==> src/rtl/conv1d_stream_pkg.sv <==
// Shared types and helpers for the streaming 1-D convolution engine.
// Holds the FSM state type, the Q-format fraction width and the output saturator.
package conv1d_stream_pkg;

  typedef enum logic [2:0] {
    IDLE,
    MAC,
    SCALE,
    EMIT,
    DONE
  } state_t;

  localparam int FRAC_BITS = 8;

  // Clamp a wide signed value into the signed range of a 'width'-bit word.
  function automatic logic signed [63:0] saturate(input logic signed [63:0] x,
                                                  input int width);
    logic signed [63:0] hi;
    logic signed [63:0] lo;
    hi = (64'sd1 <<< (width - 1)) - 64'sd1;
    lo = -(64'sd1 <<< (width - 1));
    if (x > hi) begin
      return hi;
    end else if (x < lo) begin
      return lo;
    end
    return x;
  endfunction

endpackage

==> src/rtl/conv1d_stream_mac.sv <==
// Signed multiply-accumulate slice: one DW x DW product added per enabled cycle.
// The accumulator is sized by the parent so that a full dot product cannot overflow.
module conv_mac
  import conv1d_stream_pkg::*;
#(
  parameter int DW = 16,
  parameter int AW = 38
) (
  input  logic                 clk,
  input  logic                 rst_n,
  input  logic                 clear,
  input  logic                 enable,
  input  logic signed [DW-1:0] a,
  input  logic signed [DW-1:0] b,
  output logic signed [AW-1:0] acc
);

  logic signed [2*DW-1:0] prod;

  assign prod = (2*DW)'(a) * (2*DW)'(b);

  always_ff @(posedge clk) begin
    if (!rst_n) begin
      acc <= '0;
    end else if (clear) begin
      acc <= '0;
    end else if (enable) begin
      acc <= acc + {{(AW-2*DW){prod[2*DW-1]}}, prod};
    end
  end

endmodule

==> src/rtl/conv1d_stream.sv <==
// Multi-channel strided 1-D convolution over a captured frame, one MAC per cycle,
// results streamed out oc-major / pos-minor over a valid/ready handshake.
module conv1d_stream
  import conv1d_stream_pkg::*;
#(
  parameter int IN_CH  = 4,
  parameter int IN_LEN = 10,
  parameter int K_LEN  = 6,
  parameter int OUT_CH = 1,
  parameter int STRIDE = 2,
  parameter int DW     = 16,
  parameter int OW     = 24,
  localparam int OUT_LEN = (IN_LEN - K_LEN) / STRIDE + 1,
  localparam int CH_W    = (OUT_CH > 1) ? $clog2(OUT_CH) : 1,
  localparam int POS_W   = (OUT_LEN > 1) ? $clog2(OUT_LEN) : 1
) (
  input  logic                 i_clk,
  input  logic                 i_rst_n,
  input  logic                 i_start,
  input  logic                 i_relu,
  input  logic signed [DW-1:0] i_data   [IN_CH*IN_LEN],
  input  logic signed [DW-1:0] i_kernel [OUT_CH*IN_CH*K_LEN],
  input  logic signed [DW-1:0] i_bias   [OUT_CH],
  output logic                 o_valid,
  input  logic                 i_ready,
  output logic [OW-1:0]        o_data,
  output logic [CH_W-1:0]      o_ch,
  output logic [POS_W-1:0]     o_pos,
  output logic                 o_busy,
  output logic                 o_done
);

  localparam int N_DATA = IN_CH * IN_LEN;
  localparam int N_KERN = OUT_CH * IN_CH * K_LEN;
  localparam int AW     = 2 * DW + $clog2(IN_CH * K_LEN) + 1;
  localparam int IC_W   = (IN_CH > 1) ? $clog2(IN_CH) : 1;
  localparam int K_W    = (K_LEN > 1) ? $clog2(K_LEN) : 1;
  localparam int DI_W   = (N_DATA > 1) ? $clog2(N_DATA) : 1;
  localparam int KI_W   = (N_KERN > 1) ? $clog2(N_KERN) : 1;

  state_t               state_reg;
  logic [CH_W-1:0]      oc_reg;
  logic [POS_W-1:0]     pos_reg;
  logic [IC_W-1:0]      ic_reg;
  logic [K_W-1:0]       k_reg;
  logic                 relu_reg;
  logic signed [DW-1:0] data_reg   [N_DATA];
  logic signed [DW-1:0] kernel_reg [N_KERN];
  logic signed [DW-1:0] bias_reg   [OUT_CH];

  logic                 capture;
  logic                 last_k;
  logic                 last_ic;
  logic                 last_pos;
  logic                 last_oc;
  logic                 mac_clear;
  logic                 mac_en;
  logic [DI_W-1:0]      data_idx;
  logic [KI_W-1:0]      kern_idx;
  logic signed [AW-1:0] acc;
  logic signed [DW-1:0] bias_sel;
  logic signed [63:0]   acc_ext;
  logic signed [63:0]   bias_ext;
  logic signed [63:0]   sum_ext;
  logic signed [OW-1:0] scaled;

  assign capture  = (state_reg == IDLE) && i_start;
  assign last_k   = (k_reg == K_W'(K_LEN - 1));
  assign last_ic  = (ic_reg == IC_W'(IN_CH - 1));
  assign last_pos = (pos_reg == POS_W'(OUT_LEN - 1));
  assign last_oc  = (oc_reg == CH_W'(OUT_CH - 1));

  // Every new (oc,pos) starts from a clean accumulator: on frame start and on each transfer.
  assign mac_clear = capture || ((state_reg == EMIT) && i_ready);
  assign mac_en    = (state_reg == MAC);

  assign data_idx = DI_W'(int'(ic_reg) * IN_LEN + int'(pos_reg) * STRIDE + int'(k_reg));
  assign kern_idx = KI_W'((int'(oc_reg) * IN_CH + int'(ic_reg)) * K_LEN + int'(k_reg));

  // Frame operands are latched once so the caller may change its inputs mid-frame.
  always_ff @(posedge i_clk) begin
    if (capture) begin
      relu_reg <= i_relu;
      for (int i = 0; i < N_DATA; i++) begin
        data_reg[i] <= i_data[i];
      end
      for (int i = 0; i < N_KERN; i++) begin
        kernel_reg[i] <= i_kernel[i];
      end
      for (int i = 0; i < OUT_CH; i++) begin
        bias_reg[i] <= i_bias[i];
      end
    end
  end

  conv_mac #(
    .DW(DW),
    .AW(AW)
  ) u_mac (
    .clk   (i_clk),
    .rst_n (i_rst_n),
    .clear (mac_clear),
    .enable(mac_en),
    .a     (data_reg[data_idx]),
    .b     (kernel_reg[kern_idx]),
    .acc   (acc)
  );

  // Bias is aligned to the product's Q16.16 scale before the single rescale shift.
  always_comb begin
    bias_sel = bias_reg[0];
    for (int i = 0; i < OUT_CH; i++) begin
      if (oc_reg == CH_W'(i)) begin
        bias_sel = bias_reg[i];
      end
    end
    acc_ext  = {{(64-AW){acc[AW-1]}}, acc};
    bias_ext = {{(64-DW){bias_sel[DW-1]}}, bias_sel};
    sum_ext  = acc_ext + (bias_ext <<< FRAC_BITS);
    scaled   = OW'(saturate(sum_ext >>> FRAC_BITS, OW));
    if (relu_reg && scaled[OW-1]) begin
      scaled = '0;
    end
  end

  always_ff @(posedge i_clk) begin
    if (!i_rst_n) begin
      state_reg <= IDLE;
      oc_reg    <= '0;
      pos_reg   <= '0;
      ic_reg    <= '0;
      k_reg     <= '0;
      o_valid   <= 1'b0;
      o_done    <= 1'b0;
      o_busy    <= 1'b0;
      o_data    <= '0;
      o_ch      <= '0;
      o_pos     <= '0;
    end else begin
      o_done <= 1'b0;
      case (state_reg)
        IDLE: begin
          if (i_start) begin
            oc_reg    <= '0;
            pos_reg   <= '0;
            ic_reg    <= '0;
            k_reg     <= '0;
            o_busy    <= 1'b1;
            state_reg <= MAC;
          end
        end
        MAC: begin
          if (last_k) begin
            k_reg <= '0;
            if (last_ic) begin
              ic_reg    <= '0;
              state_reg <= SCALE;
            end else begin
              ic_reg <= ic_reg + IC_W'(1);
            end
          end else begin
            k_reg <= k_reg + K_W'(1);
          end
        end
        SCALE: begin
          o_data    <= scaled;
          o_ch      <= oc_reg;
          o_pos     <= pos_reg;
          o_valid   <= 1'b1;
          state_reg <= EMIT;
        end
        EMIT: begin
          if (i_ready) begin
            o_valid <= 1'b0;
            if (last_oc && last_pos) begin
              o_done    <= 1'b1;
              state_reg <= DONE;
            end else begin
              if (last_pos) begin
                pos_reg <= '0;
                oc_reg  <= oc_reg + CH_W'(1);
              end else begin
                pos_reg <= pos_reg + POS_W'(1);
              end
              state_reg <= MAC;
            end
          end
        end
        DONE: begin
          o_busy    <= 1'b0;
          state_reg <= IDLE;
        end
        default: begin
          o_valid   <= 1'b0;
          o_busy    <= 1'b0;
          state_reg <= IDLE;
        end
      endcase
    end
  end

endmodule

==> config.mk <==
export PLATFORM = sky130hd
export DESIGN_NAME = conv1d_stream
export DESIGN_NICKNAME = d
export VERILOG_FILES = /design/src/rtl/conv1d_stream_pkg.sv /design/src/rtl/conv1d_stream_mac.sv /design/src/rtl/conv1d_stream.sv
export SDC_FILE = /design/constraint.sdc
export NUM_CORES = 2
export LEC_CHECK = 0
export ABC_CLOCK_PERIOD_IN_PS = 33600
export CELL_PAD_IN_SITES_DETAIL_PLACEMENT = 1
export CELL_PAD_IN_SITES_GLOBAL_PLACEMENT = 1
export CORE_AREA = 2 2 416 418
export CTS_CLUSTER_DIAMETER = 200
export DETAILED_ROUTE_END_ITERATION = 6
export DIE_AREA = 0 0 418 420
export PLACE_DENSITY_LB_ADDON = 0.1
export REMOVE_ABC_BUFFERS = 1
export SYNTH_ARGS = -nofsm -noshare
export SYNTH_HDL_FRONTEND = slang
export SYNTH_SLANG_ARGS = --single-unit
==> constraint.sdc <==
create_clock -name i_clk -period 33.6 [get_ports i_clk]
set_input_delay 6.72 -clock i_clk [delete_from_list [all_inputs] [get_ports i_clk]]
set_output_delay 6.72 -clock i_clk [all_outputs]
set_load 0.01 [all_outputs]
==> results.txt <==
Notes on the physical implementation.

- The H-tree depth is 4, for reference.
- Synthesis produced a netlist whose cell count is 3,480.
- Registers take 0.0328 mm².
- By instance count after routing, the leading logic cell types are sky130_fd_sc_hd__clkdlybuf4s50_1 (1,074), sky130_fd_sc_hd__edfxtp_1 (1,041), sky130_fd_sc_hd__inv_1 (320), sky130_fd_sc_hd__mux4_2 (304), sky130_fd_sc_hd__fa_1 (267).
- Max-slew check failures listed in the final report amount to 0.
- The startpoint of the most critical hold path is o_data[9], for reference.
- The category of the worst setup path capture point is a flop, for reference.
- Together, buffers and inverters on the worst path number 9.
- The first global-routing pass estimated 266 mm of wire.
- The area share of xor/xnor cells in the synthesized design is 0.0139, for reference.
- Across every metal layer, demand over resource in global routing totals 0.212.
- met2 track demand over resource after global routing is 0.382.
- By area the synthesized netlist is led by sky130_fd_sc_hd__edfxtp_1 (56%), sky130_fd_sc_hd__mux4_2 (12%), sky130_fd_sc_hd__fa_1 (9.7%), sky130_fd_sc_hd__ha_1 (3.5%), sky130_fd_sc_hd__dfxtp_1 (2.8%).
- Per the detailed placement report, the placed cell area equals 0.0692 mm².
- Yosys reports that the most numerous cell types are sky130_fd_sc_hd__edfxtp_1 (1,041), sky130_fd_sc_hd__inv_1 (321), sky130_fd_sc_hd__mux4_2 (304), sky130_fd_sc_hd__fa_1 (270), sky130_fd_sc_hd__nand2_1 (197).
- A synthesized cell averages 16.0 µm².
- At the end of the flow, the number of nets in the layout was 6,082.
- The area taken by multi-input logic gates is 0.0211 mm², for reference.
- The cell type with the largest total area is sky130_fd_sc_hd__edfxtp_1, for reference.
- The slack of the worst reg-to-reg path is 20.20 ns, for reference.
- The final core utilization is 0.430, for reference.
- The number of cells reported by Yosys stat comes to 3,480.
- The run finished with clean final reports.
Figure 1. Clock network drawn from the DEF.
Scale: 1 px per µm.
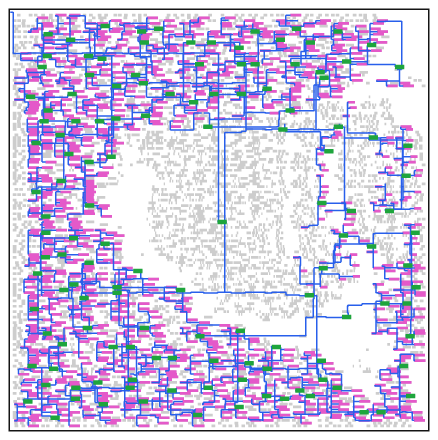
Key: flip-flops = magenta [count 1,120]; clock wires = blue [length 16,100 µm]; cells driving clock nets = green [count 133]
Position of the flops: spread over the die.
Post-Route Skew: 0.0302 ns
Clk Latency, worst-skew pair: 0.80 ns

Figure 2. Routed metal, one color a layer.
Scale: 1 px per µm.
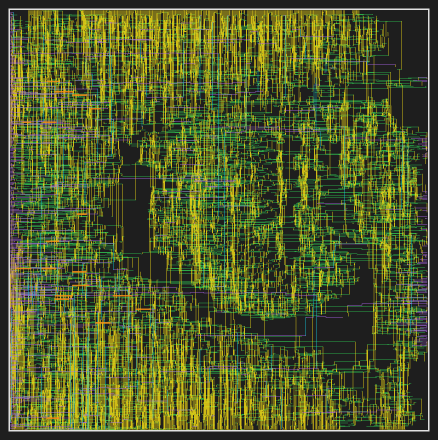
Key: met1 = green [wire length 72.6 mm]; met5 = orange [wire length 229 µm]; met3 = purple [wire length 9,720 µm]; met4 = cyan [wire length 4,280 µm]; met2 = yellow [wire length 99.0 mm]

Figure 3. Metal 3.
Scale: 1 px per µm.
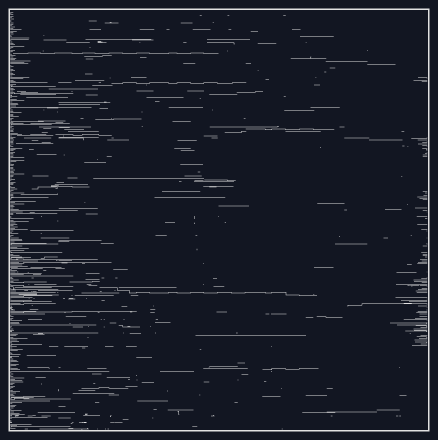
The longest straight run is 110 µm. The wires run mostly horizontal. The layer carries 9,720 µm of wire.
DR vias: 34,000
met3 Usage GRT: 0.0467

Figure 4. Clock routing.
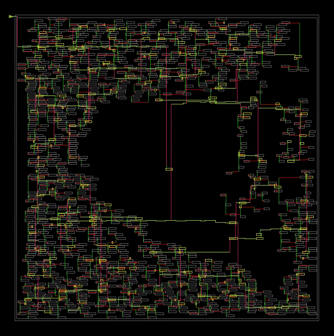
number of clock buffer instances in the layout: 165
clock sink count: 1,120
Inserted Clock Buffers: 133

